===== src/rtl/button_pkg.sv =====
// Shared types and defaults for the push-button conditioning block.
package button_pkg;

  typedef enum logic [1:0] {
    IDLE,
    PRESS_WAIT,
    PRESSED,
    RELEASE_WAIT
  } btn_state_t;

  localparam int DEFAULT_SYNC_STAGES = 2;

  function automatic int max_int(input int a, input int b);
    return (a > b) ? a : b;
  endfunction

endpackage


===== src/rtl/bit_sync.sv =====
// Generic N-flop synchroniser for a single asynchronous input bit.
module bit_sync
  import button_pkg::*;
#(
  parameter int STAGES = DEFAULT_SYNC_STAGES
) (
  input  logic clk_i,
  input  logic rst_ni,
  input  logic d_i,
  output logic q_o
);

  logic [STAGES-1:0] sync_q;

  // shift chain, oldest sample at the top bit
  always_ff @(posedge clk_i or negedge rst_ni) begin
    if (!rst_ni) begin
      sync_q <= {STAGES{1'b0}};
    end else begin
      sync_q <= {sync_q[STAGES-2:0], d_i};
    end
  end

  assign q_o = sync_q[STAGES-1];

endmodule


===== src/rtl/button_pulse.sv =====
// Push-button conditioner: synchroniser, debounce FSM, one-cycle press pulse and debounced level.
// Define BUTTON_REPEAT_EN to add auto-repeat pulses while the button stays held.
module button_pulse
  import button_pkg::*;
#(
  parameter int DEBOUNCE_CYCLES = 1_000_000,
  parameter int SYNC_STAGES     = DEFAULT_SYNC_STAGES,
  parameter int REPEAT_DELAY    = 50_000_000,
  parameter int REPEAT_PERIOD   = 10_000_000
) (
  input  logic clk,
  input  logic nrst,
  input  logic btn_in,
  output logic impulse,
  output logic btn_level
);

  localparam int CW = $clog2(DEBOUNCE_CYCLES);
  localparam logic [CW-1:0] CNT_ZERO = {CW{1'b0}};
  localparam logic [CW-1:0] CNT_ONE  = CW'(1'b1);
  localparam logic [CW-1:0] CNT_MAX  = CW'(DEBOUNCE_CYCLES - 32'sd1);

  logic          btn_sync_s;
  btn_state_t    state_q, state_d;
  logic [CW-1:0] cnt_q, cnt_d;
  logic          press_fire_s;
  logic          rep_fire_s;
  logic          impulse_q;
  logic          level_q;

  bit_sync #(
    .STAGES(SYNC_STAGES)
  ) u_sync (
    .clk_i (clk),
    .rst_ni(nrst),
    .d_i   (btn_in),
    .q_o   (btn_sync_s)
  );

  // FSM state and debounce counter
  always_ff @(posedge clk or negedge nrst) begin
    if (!nrst) begin
      state_q <= IDLE;
      cnt_q   <= CNT_ZERO;
    end else begin
      state_q <= state_d;
      cnt_q   <= cnt_d;
    end
  end

  // next state; the counter restarts on every state change so it can never wrap
  always_comb begin
    state_d      = state_q;
    cnt_d        = cnt_q;
    press_fire_s = 1'b0;
    case (state_q)
      IDLE: begin
        if (btn_sync_s) begin
          state_d = PRESS_WAIT;
          cnt_d   = CNT_ZERO;
        end else begin
          state_d = IDLE;
          cnt_d   = CNT_ZERO;
        end
      end
      PRESS_WAIT: begin
        if (!btn_sync_s) begin
          state_d = IDLE;
          cnt_d   = CNT_ZERO;
        end else if (cnt_q == CNT_MAX) begin
          state_d      = PRESSED;
          cnt_d        = CNT_ZERO;
          press_fire_s = 1'b1;
        end else begin
          cnt_d = cnt_q + CNT_ONE;
        end
      end
      PRESSED: begin
        if (!btn_sync_s) begin
          state_d = RELEASE_WAIT;
          cnt_d   = CNT_ZERO;
        end else begin
          state_d = PRESSED;
          cnt_d   = CNT_ZERO;
        end
      end
      RELEASE_WAIT: begin
        if (btn_sync_s) begin
          state_d = PRESSED;
          cnt_d   = CNT_ZERO;
        end else if (cnt_q == CNT_MAX) begin
          state_d = IDLE;
          cnt_d   = CNT_ZERO;
        end else begin
          cnt_d = cnt_q + CNT_ONE;
        end
      end
      default: begin
        state_d = IDLE;
        cnt_d   = CNT_ZERO;
      end
    endcase
  end

`ifdef BUTTON_REPEAT_EN
  localparam int RW = $clog2(max_int(REPEAT_DELAY, REPEAT_PERIOD) + 32'sd1);
  localparam logic [RW-1:0] REP_ZERO   = {RW{1'b0}};
  localparam logic [RW-1:0] REP_ONE    = RW'(1'b1);
  localparam logic [RW-1:0] REP_LAST   = RW'(REPEAT_DELAY - 32'sd1);
  localparam logic [RW-1:0] REP_RELOAD = RW'(REPEAT_DELAY - REPEAT_PERIOD);

  logic [RW-1:0] rep_q, rep_d;

  // repeat counter register
  always_ff @(posedge clk or negedge nrst) begin
    if (!nrst) begin
      rep_q <= REP_ZERO;
    end else begin
      rep_q <= rep_d;
    end
  end

  // reaching REPEAT_DELAY fires and reloads, so later pulses come every REPEAT_PERIOD
  always_comb begin
    rep_d      = REP_ZERO;
    rep_fire_s = 1'b0;
    if ((state_q == PRESSED) && (state_d == PRESSED)) begin
      if (rep_q == REP_LAST) begin
        rep_d      = REP_RELOAD;
        rep_fire_s = 1'b1;
      end else begin
        rep_d = rep_q + REP_ONE;
      end
    end else begin
      rep_d = REP_ZERO;
    end
  end
`else
  assign rep_fire_s = 1'b0;
`endif

  // registered outputs, derived from the state being entered
  always_ff @(posedge clk or negedge nrst) begin
    if (!nrst) begin
      impulse_q <= 1'b0;
      level_q   <= 1'b0;
    end else begin
      impulse_q <= press_fire_s | rep_fire_s;
      level_q   <= (state_d == PRESSED) || (state_d == RELEASE_WAIT);
    end
  end

  assign impulse   = impulse_q;
  assign btn_level = level_q;

endmodule


===== config.mk =====
export PLATFORM = sky130hd
export DESIGN_NAME = button_pulse
export DESIGN_NICKNAME = d
export VERILOG_FILES = /design/src/rtl/button_pkg.sv /design/src/rtl/bit_sync.sv /design/src/rtl/button_pulse.sv
export SDC_FILE = /design/constraint.sdc
export NUM_CORES = 1
export LEC_CHECK = 0
export CAP_MARGIN = 15
export CORE_MARGIN = 2
export CORE_UTILIZATION = 55
export CTS_BUF_LIST = sky130_fd_sc_hd__clkbuf_8 sky130_fd_sc_hd__clkbuf_16
export CTS_CLUSTER_DIAMETER = 30
export DETAILED_ROUTE_END_ITERATION = 6
export PLACE_DENSITY = 0.73
export SETUP_SLACK_MARGIN = 0.05
export SYNTH_ARGS = -nofsm -noshare
export SYNTH_HDL_FRONTEND = slang
export SYNTH_SLANG_ARGS = --single-unit
export TNS_END_PERCENT = 20

===== constraint.sdc =====
create_clock -name clk -period 2.2 [get_ports clk]
set_input_delay 0.22 -clock clk [delete_from_list [all_inputs] [get_ports clk]]
set_output_delay 0.22 -clock clk [all_outputs]
set_load 0.02 [all_outputs]

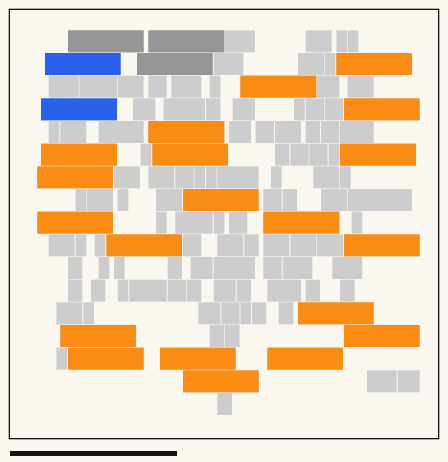
*Where the registers sit*
The bar under the picture is 20 um long.
| signal | colour | placed flops |
|---|---|---|
| u_sync.sync_q | blue | 2 |
| cnt_q | orange | 20 |
not coloured: 3

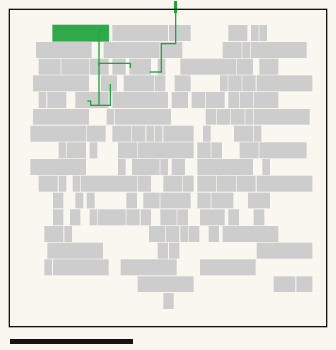
*Wires at chosen ports, followed through buffers*
The bar under the picture is 20 um long.
| port | colour | bits | direction | edge | end cells | buffers | wire |
|---|---|---|---|---|---|---|---|
| btn_level | green | 1 | output | north | 1 | 1 | 41.4 um |

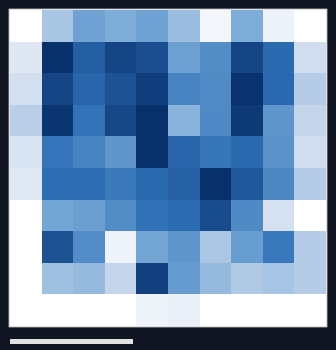
*Cell area per tile*
The bar under the picture is 20 um long. 10 x 10 tiles, from white (low) to dark blue (high), 0 to 100% covered.
mean over tiles: 50%
densest ninth of the die: centre
fullest tile: 100%
nearly empty tiles: 14%
emptiest ninth of the die: south-west

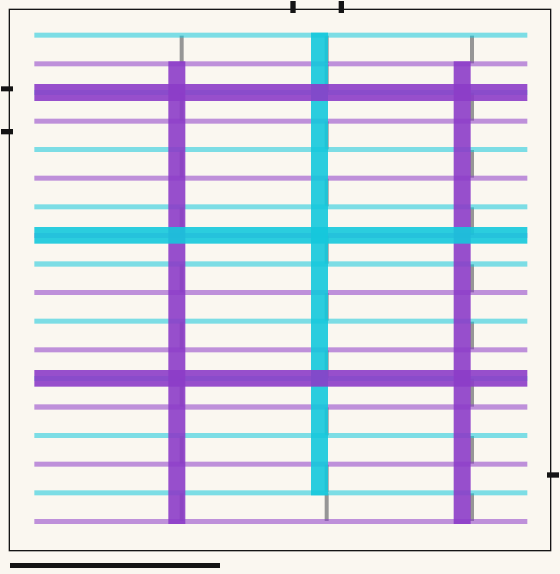
*Supply network*
The bar under the picture is 20 um long. Pins as bars on the die edge. Tap cells in grey.
| net | colour |
|---|---|
| VSS | purple |
| VDD | cyan |
met1 rails: 18
signal pins: 5
tap cells: 28
rows: 17
met5 straps: 3

==> impl_metrics.csv <==
group,metric,value,unit
status,status,"finished, final reports clean",
logic_synthesis,netlist_area,1230,um2
place,gp_congestion,0.741,
logic_synthesis,ys_area,1230,um2
floorplan,die_width,51.4,um
global_route,grt_max_degree,26,
route,drcViolationCount,0,
place,post-place-ws,0.304,ns
floorplan,chip_area,2640,um2
logic_synthesis,aoi_share,5.48,%
job,warnings,26,
clock_network,cts_tree,"built",
route,firstDrtPassIters,4,
clock_network,cts.sinks,25,
sta,skew,0.00258,ns
route,antenna_left,0,
global_route,grt.met2_usage,34.6,%
logic_synthesis,yosysMostFrequentCell,"dfrtp_1",
finish,n_antenna_cell,0,
logic_synthesis,synth.distinct_cells,33,
logic_synthesis,top_cell_area_share,50.7,%
worst_setup_path,ff2ff_path_depth,5,
logic_synthesis,syn-num-nets,121,
clock_network,cts_setup_buffers,0,
logic_synthesis,top_area_cell,"dfrtp_1",
global_route,busiest_layer,"met2",
logic_synthesis,logic_family,"simple AND/OR/NAND/NOR gates",
power,vdd_drop_max,0.452,mV
clock_network,cts.root.buffer_cell,"clkbuf_8",
logic_synthesis,ys_cells,117,
finish,area_growth,10.0,%
logic_synthesis,synthCells,117,
route,via_count,909,
worst_setup_path,worst-setup-path-type,"flip-flop to flip-flop",
sta,max_slew.worst_pin.slew,0.389,ns
logic_synthesis,adder_share,1.01,%
clock_network,cts-htree-levels,1,
clock_network,cts-resized-gates,0,
sta,period_needed,1.89,ns
route,drt_iter0_drc,18,
floorplan,fp.dieH,51.4,um
power,p_leak,0.543,nW
sta,finalSetupViolCount,0,
route,wl_per_cell,15.0,um
logic_synthesis,simple_gate_share,30.1,%
power,powerDensity,567,nW/um2
state kept, by name (all words and copies together) (netlist names):
signal,flops
cnt_q,20
u_sync.sync_q,2
btn_level,1
impulse,1
state_q,1
worst paths after layout:
kind	from	to	slack (ns)
worst min register to register	u_sync.sync_q[0]$_DFF_PN0_	u_sync.sync_q[1]$_DFF_PN0_	0.37
worst max register to register	cnt_q[0]$_DFF_PN0_	btn_level$_DFF_PN0_	0.31
min in group clk	u_sync.sync_q[0]$_DFF_PN0_	u_sync.sync_q[1]$_DFF_PN0_	0.37
max in group asynchronous	nrst	state_q[0]$_DFF_PN0_	1.66
worst min-delay path	nrst	cnt_q[15]$_DFF_PN0_	0.30
worst max-delay path	cnt_q[0]$_DFF_PN0_	btn_level$_DFF_PN0_	0.31
layout by cell type, fill, tap and decap left out, types with 3 or more instances in the layout:
| cell | instances |
|---|---|
| clkdlybuf4s50_1 | 4 |
| nor2_1 | 17 |
| xnor2_1 | 8 |
| xor2_1 | 6 |
| nand2_1 | 7 |
| nor4_1 | 3 |
| dfrtp_1 | 25 |
| clkbuf_8 | 3 |
| nand4_1 | 4 |
| nand3_1 | 10 |
| a21oi_1 | 5 |
stage by stage:
stage	util, %	power, W	instance area, um2
after floorplan	-	0.000488	1230
after global placement	60.3	0.000503	1310
after detailed placement	60.3	0.000503	1310
after CTS	62.6	0.000776	1360
after global routing	62.6	0.000802	1360
final	62.6	0.000770	1360
layout make-up:
type	count	area, um2	share of cell area [%]
clock buffers	3	41.3	3.04
clock inverters	1	7.51	0.553
inverters	1	3.75	0.276
multi-input cells	89	589	43.4
flip-flops and latches	25	626	46.1
well taps	28	35.0	2.58
repair buffers	6	55.1	4.06
worst max-delay path, stage by stage, from the launching register on:
cell and delay, ns:
dfrtp_1 0.44, ha_1 0.32, nand2_1 0.13, nor4_2 0.41
nand3_2 0.16, mux2_4 0.32
logic make-up (layout without fill, tap and decap cells):
kind of cell             Yosys count  count (layout)
flip-flops                        25              25
XOR/XNOR                          14              14
AND-OR/OR-AND                     11              11
AND/OR/NAND/NOR                   62              62
buffers and inverters              3              11
multiplexers                       1               1
adder cells (fa/ha/maj)            1               1
power by group:
part | leakage, nW | switching [W] | total (W) | internal, W
Clock | 0.0217 | 0.000149 | 0.000277 | 0.000128
Combinational | 0.180 | 0.0000168 | 0.0000255 | 0.00000871
Sequential | 0.341 | 0.00000433 | 0.000468 | 0.000464
Total | 0.543 | 0.000170 | 0.000770 | 0.000601
metal layers:
| metal | part of all wire, % | vias up |
|---|---|---|
| met5 | 0 | - |
| met4 | 0.87 | 0 |
| met3 | 3.0 | 4 |
| met2 | 48 | 16 |
| met1 | 48 | 447 |
| li1 | - | 442 |
No activity file was given, so power comes from the tool's default toggle rates.
